Design decode, sky130hd; sources not shown.
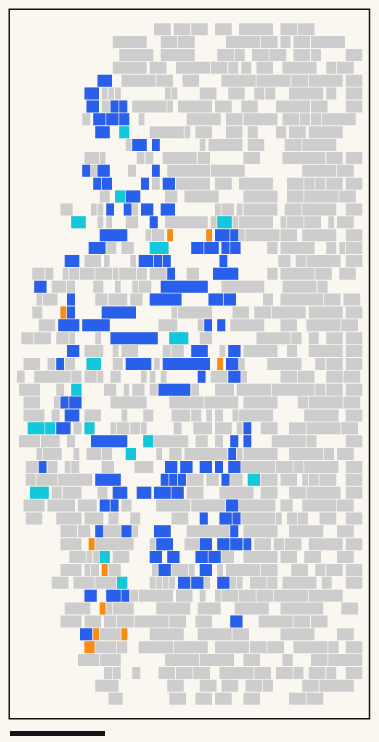
Figure 1: run 1, logic cells by family.
Bar = 20 um.
[AND and OR gates] cyan | cells: 17
[inverting AOI/OAI gates] blue | cells: 115
[inverters] orange | cells: 10
fraction of area in multi-input gates: 35.6%
non-filler instance count after layout: 794

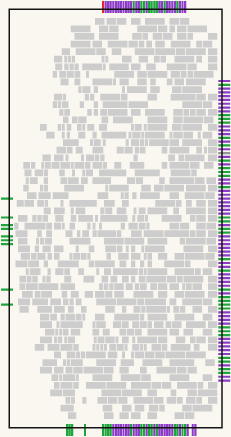
Figure 2: run 1, pin map.
Pins as bars across the die edge, other pins in gray.
[`decode_regs`] purple | pins: 95 | direction: output | edge: 50 right, 23 top, 22 bottom
[`clk`] red | pins: 1 | direction: input | edge: top
[`regs_decode`] green | pins: 65 | direction: input | edge: 29 right, 18 bottom, 9 left, 9 top
all pins by edge: 80 right, 40 bottom, 33 top, 9 left
Die Height: 150 um
count of input and output buffers: 158
width of the die: 75.8 um

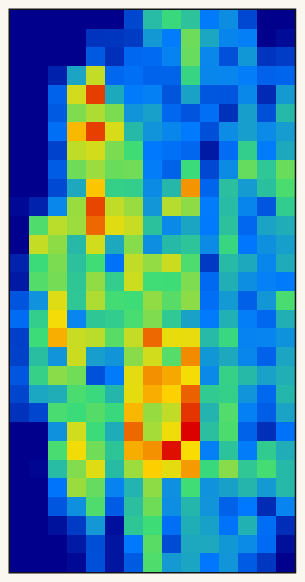
Figure 3: run 1, wiring heat map.
The die is cut into 15 by 30 equal tiles; dark blue is low, red is high, scaled to the fullest tile. Values are wire area over tile area, all layers added.
mean over tiles: 0.20
nearly empty tiles: 12%
fullest tile: 0.57
tiles over half the peak: 28%
emptiest ninth of the die: upper left
detailed-route wire length per cell: 17.9 um
final wirelength: 14,200 um
DR vias: 4,341
overall routing resource usage: 24.9%

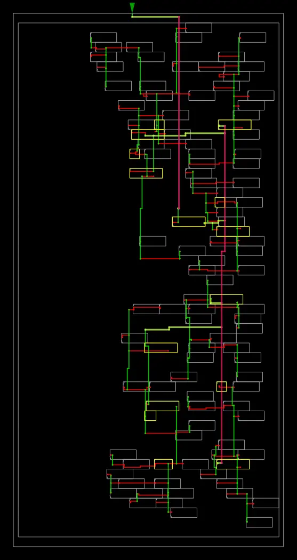
Figure 4: run 1, the clock network.
clk_buf instances: 13
count of flip-flops and latches: 95
number of CTS-inserted buffers: 9
reported clock group power: 0.932 mW
Sink Count: 95

==> reports/qor.yml, run 1 <==
syn-cell-area_mm2: 0.00436
syn_nets: 546
grt_use_met1_pct: 23.5
power.density_mw_per_mm2: 412
cp_cell_sequence: "dlygate4sd2_1 -> clkbuf_8 -> inv_4 -> ha_2 -> inv_1 -> mux4_2 -> o21ai_2 -> and2_1 -> buf_6 -> nor2_1 -> o21bai_4 -> o2bb2ai_4 -> o41ai_4 -> buf_4 -> buf_4 -> a21oi_1"
end_kind: "flip-flop"
area_share_clock_buf_inv_pct: 4.14
drtAntennaViolNets: 0
type_of_the_worst_setup_path: "input pin to flip-flop"
synth-edff-count: 0
max_cap_violations: 0
ir_drop_uv: 249
met3_usage_pct: 3.97
cts_tree: "done"
cp-start-kind: "input pin"
p_total_mw: 2.77
timing.critical_path.arrival_ns: 3.50
fp-utilization_pct: 41.3
cpMaxStageDelayCell: "sky130_fd_sc_hd__mux4_2"
mostFrequentLayoutCells: "sky130_fd_sc_hd__clkdlybuf4s50_1, sky130_fd_sc_hd__dfxtp_1, sky130_fd_sc_hd__nor2b_1"
drtIter0Drc: 289
outcome: "complete, no violations"
finalSetupViolations: 0
taps: 137
power.static_leakage_nw: 2.51
timing.final.hold_violations: 0
synth_adder_area_share_pct: 2.87
synth_area_leader_cell: "sky130_fd_sc_hd__dfxtp_1"
cp_common_cell: "sky130_fd_sc_hd__buf_4"
rows: 53
root_buffer: "sky130_fd_sc_hd__clkbuf_16"
final.setup.worst_slack_ns: 0.103
ys_sh_xor_pct: 0.201
dominantRegCellSynth: "sky130_fd_sc_hd__dfxtp_1"
final_net_count: 730
openroad.warnings: 34
drc_errors: 0
regArea_mm2: 0.00190
nonClkBufAreaFrac_pct: 28.8
setup_tns_ns: 0
final.min_clock_period_ns: 3.30
nFillCells: 857
crit_path_max_fo: 8
gr-max-usage-layer: "met2"
largest_reg_flops: 95
slew_violations: 0
globalRouteOverflowTotal: 0
cts.hold.buffers_added: 0
combGateArea_mm2: 0.00239
initial_antenna_violation_count: 0
max_slew.worst_pin.slew_ns: 0.636
synth_compound_gate_area_share_pct: 23.5
placeableCoreArea_mm2: 0.0105
non_clock_buffers: 209
syn-instance-count: 469
timing.hold.ws_ns: 0.748
avgViaCountPerCell: 5.47
syn_area_per_cell_um2: 9.29
ys.flops: 95
placedInstanceArea_mm2: 0.00611
stdcell_area_mm2: 0.00671
clkTransAtPathRegs_ns: 0.06
mostFrequentLayoutCell: "sky130_fd_sc_hd__clkdlybuf4s50_1"
drive_gt1_share_pct: 16.9
inverters_excl_clock: 10
synth.logic.top_family: "AND-OR/OR-AND gates"
maximum_number_of_pins_on_one_net_before_global_route_repair: 15
grt_pass1_vias: 4144
yosys-top-cells-area: "sky130_fd_sc_hd__dfxtp_1, sky130_fd_sc_hd__nor2b_1, sky130_fd_sc_hd__a22oi_1, sky130_fd_sc_hd__nor2_1, sky130_fd_sc_hd__a21oi_1"
-- run 1: what timing repair did --
item,in CTS,in global routing
pin swaps,9,8
gates cloned,3,0
setup endpoints to repair,42,37
setup buffers,11,3
resized,37,35
-- run 1: cell usage after synthesis, types with 5 or more instances --
cell type	instances
sky130_fd_sc_hd__a211oi_1	5
sky130_fd_sc_hd__a21oi_1	30
sky130_fd_sc_hd__a22oi_1	26
sky130_fd_sc_hd__a31oi_1	5
sky130_fd_sc_hd__and2_1	5
sky130_fd_sc_hd__buf_2	16
sky130_fd_sc_hd__buf_4	6
sky130_fd_sc_hd__clkbuf_1	12
sky130_fd_sc_hd__dfxtp_1	95
sky130_fd_sc_hd__ha_1	10
sky130_fd_sc_hd__inv_1	10
sky130_fd_sc_hd__mux2i_1	5
sky130_fd_sc_hd__nand2_1	25
sky130_fd_sc_hd__nand3_1	8
sky130_fd_sc_hd__nor2_1	47
sky130_fd_sc_hd__nor2b_1	50
sky130_fd_sc_hd__nor3_1	8
sky130_fd_sc_hd__o21ai_0	9
-- run 1: critical path: cells and delay by family --
family / cells / cell delay (ns)
adders and majority gates: 1 / 0.19
muxes: 1 / 0.46
buffers and inverters: 7 / 0.99
AOI/OAI and AO/OA: 5 / 0.92
and+or+nand+nor: 2 / 0.24
-- run 1: kinds of logic after synthesis --
| kind of cell | count (synthesis) |
|---|---|
| AND-OR/OR-AND | 131 |
| XOR/XNOR | 1 |
| adder cells (fa/ha/maj) | 10 |
| buffers and inverters | 46 |
| flip-flops | 95 |
| multiplexers | 7 |
| AND/OR/NAND/NOR | 179 |
-- run 1: where the power goes --
group          total [mW]  internal, mW  switching (mW)
Sequential           1.19          1.17          0.0160
Clock               0.932         0.539           0.394
Combinational       0.645         0.321           0.324
Total                2.77          2.03           0.734
==> run 2: changes to the inputs <==
Settings changed: CTS_CLUSTER_DIAMETER from default to 80.
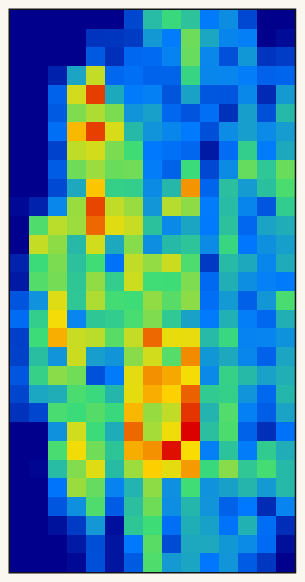
Figure 5: run 2, wiring heat map.
The die is cut into 15 by 30 equal tiles; dark blue is low, red is high, scaled to the fullest tile. Values are wire area over tile area, all layers added.
tiles over half the peak: 28%
emptiest ninth of the die: upper left
mean over tiles: 0.20
fullest tile: 0.57
nearly empty tiles: 12%

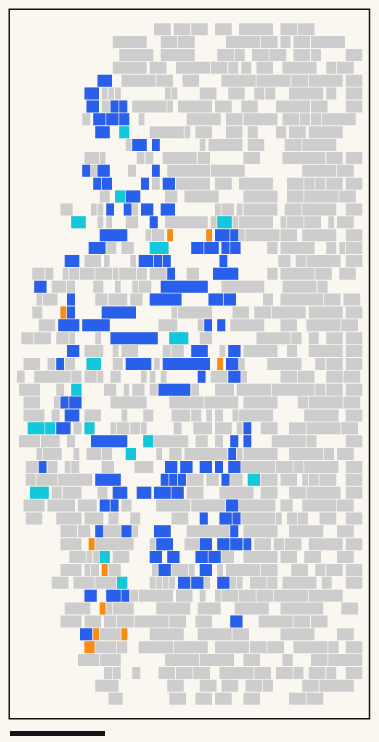
Figure 6: run 2, logic cells by family.
Bar = 20 um.
[inverters] orange | cells: 10
[inverting AOI/OAI gates] blue | cells: 115
[AND and OR gates] cyan | cells: 17
most common logic cell in the routed design: sky130_fd_sc_hd__clkdlybuf4s50_1

==> reports/qor.yml, run 2 <==
p_total_mw: 2.77
wire_per_inst_um: 17.9
placedInstanceArea_mm2: 0.00611
maximum_number_of_pins_on_one_net_before_global_route_repair: 15
synth_area_leader_cell: "sky130_fd_sc_hd__dfxtp_1"
clkTransAtPathRegs_ns: 0.06
cp.depth: 16
avgViaCountPerCell: 5.47
syn_nets: 546
end_kind: "flip-flop"
power.density_mw_per_mm2: 412
type_of_the_worst_setup_path: "input pin to flip-flop"
stdcell_area_mm2: 0.00671
globalRouteOverflowTotal: 0
syn-instance-count: 469
critical_path_buf_inv_count: 7
rows: 53
drtIter0Drc: 289
ir_drop_uv: 249
yosys_top_cell_by_instances: "sky130_fd_sc_hd__dfxtp_1"
place.port_buffers: 158
slew_violations: 0
die_height_um: 150
synth-edff-count: 0
ys_top_cells_by_count: "sky130_fd_sc_hd__dfxtp_1, sky130_fd_sc_hd__nor2b_1, sky130_fd_sc_hd__nor2_1"
dominantRegCellSynth: "sky130_fd_sc_hd__dfxtp_1"
finalSetupViolations: 0
cpMaxStageDelayCell: "sky130_fd_sc_hd__mux4_2"
root_buffer: "sky130_fd_sc_hd__clkbuf_16"
outcome: "complete, no violations"
power.static_leakage_nw: 2.51
finalWirelength_um: 14200
drtAntennaViolNets: 0
cts.sink_count: 95
cpLargestDelayFamily: "buffers and inverters"
syn_area_per_cell_um2: 9.29
initial_antenna_violation_count: 0
cts_buffers: 9
placeableCoreArea_mm2: 0.0105
chipWidth_um: 75.8
max_slew.worst_pin.slew_ns: 0.636
max_cap_violations: 0
timing.critical_path.arrival_ns: 3.50
yosys-top-cells-area: "sky130_fd_sc_hd__dfxtp_1, sky130_fd_sc_hd__nor2b_1, sky130_fd_sc_hd__a22oi_1, sky130_fd_sc_hd__nor2_1, sky130_fd_sc_hd__a21oi_1"
final_net_count: 730
final.min_clock_period_ns: 3.30
drive_gt1_share_pct: 16.9
cp_cell_sequence: "dlygate4sd2_1 -> clkbuf_8 -> inv_4 -> ha_2 -> inv_1 -> mux4_2 -> o21ai_2 -> and2_1 -> buf_6 -> nor2_1 -> o21bai_4 -> o2bb2ai_4 -> o41ai_4 -> buf_4 -> buf_4 -> a21oi_1"
crit_path_max_fo: 8
cp-start-kind: "input pin"
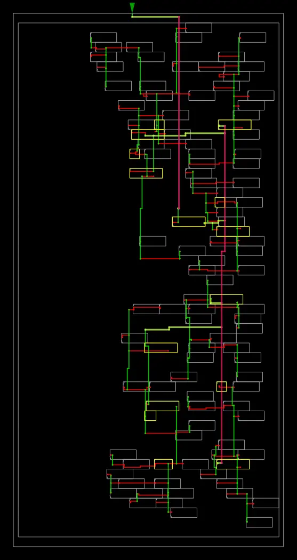
Figure 7: run 2, the clock network.

run 2: kinds of logic after synthesis:
kind of cell / Yosys count / synth area share, %
muxes: 7 / 1.92
AOI/OAI and AO/OA: 131 / 23.5
adders and majority gates: 10 / 2.87
buffers and inverters: 46 / 5.11
DFF: 95 / 43.7
and+or+nand+nor: 179 / 22.7
xor gates and xnor gates: 1 / 0.201
run 2: stage by stage:
stage / std cells / worst slack, ns / setup TNS [ns] / hold WS [ns]
floorplan: 469 / 0.0896 / 0 / 0.808
global placement: 764 / -1.01 / -38.91 / 1.11
detailed placement: 764 / -1.05 / -40.58 / 1.13
CTS: 792 / 0.0203 / 0 / 0.765
global route: 794 / -0.0172 / -0.0379 / 0.777
finish: 794 / 0.103 / 0 / 0.748
run 2: report_power, final:
group / leakage, nW / switching [mW] / internal, mW / total, mW
Clock: 0.137 / 0.394 / 0.539 / 0.932
Sequential: 0.782 / 0.0160 / 1.17 / 1.19
Combinational: 1.59 / 0.324 / 0.321 / 0.645
run 2: timing repair:
action | in CTS | in global routing
cloned | 3 | 0
setup buffers | 11 | 3
resized | 37 | 35
endpoints found under the setup margin | 42 | 37
pin swaps | 9 | 8
run 2: final cells by class:
cell class / count / area, um2
fill: 857 / 3830
clock inverter: 2 / 16.3
multi-input combinational: 328 / 2390
timing repair buffer: 175 / 1700
clock buffer: 13 / 262
tap: 137 / 171
inverter: 10 / 40.0
buffer: 34 / 228
sequential: 95 / 1900
run 2: layer usage:
metal,vias up,GRT usage (%),wire (um)
met5,-,0,0
met4,0,13.1,674
met3,41,3.97,710
met2,190,47.8,8010
met1,2054,23.5,4850
li1,2056,-,-
No activity file was given, so power comes from the tool's default toggle rates.
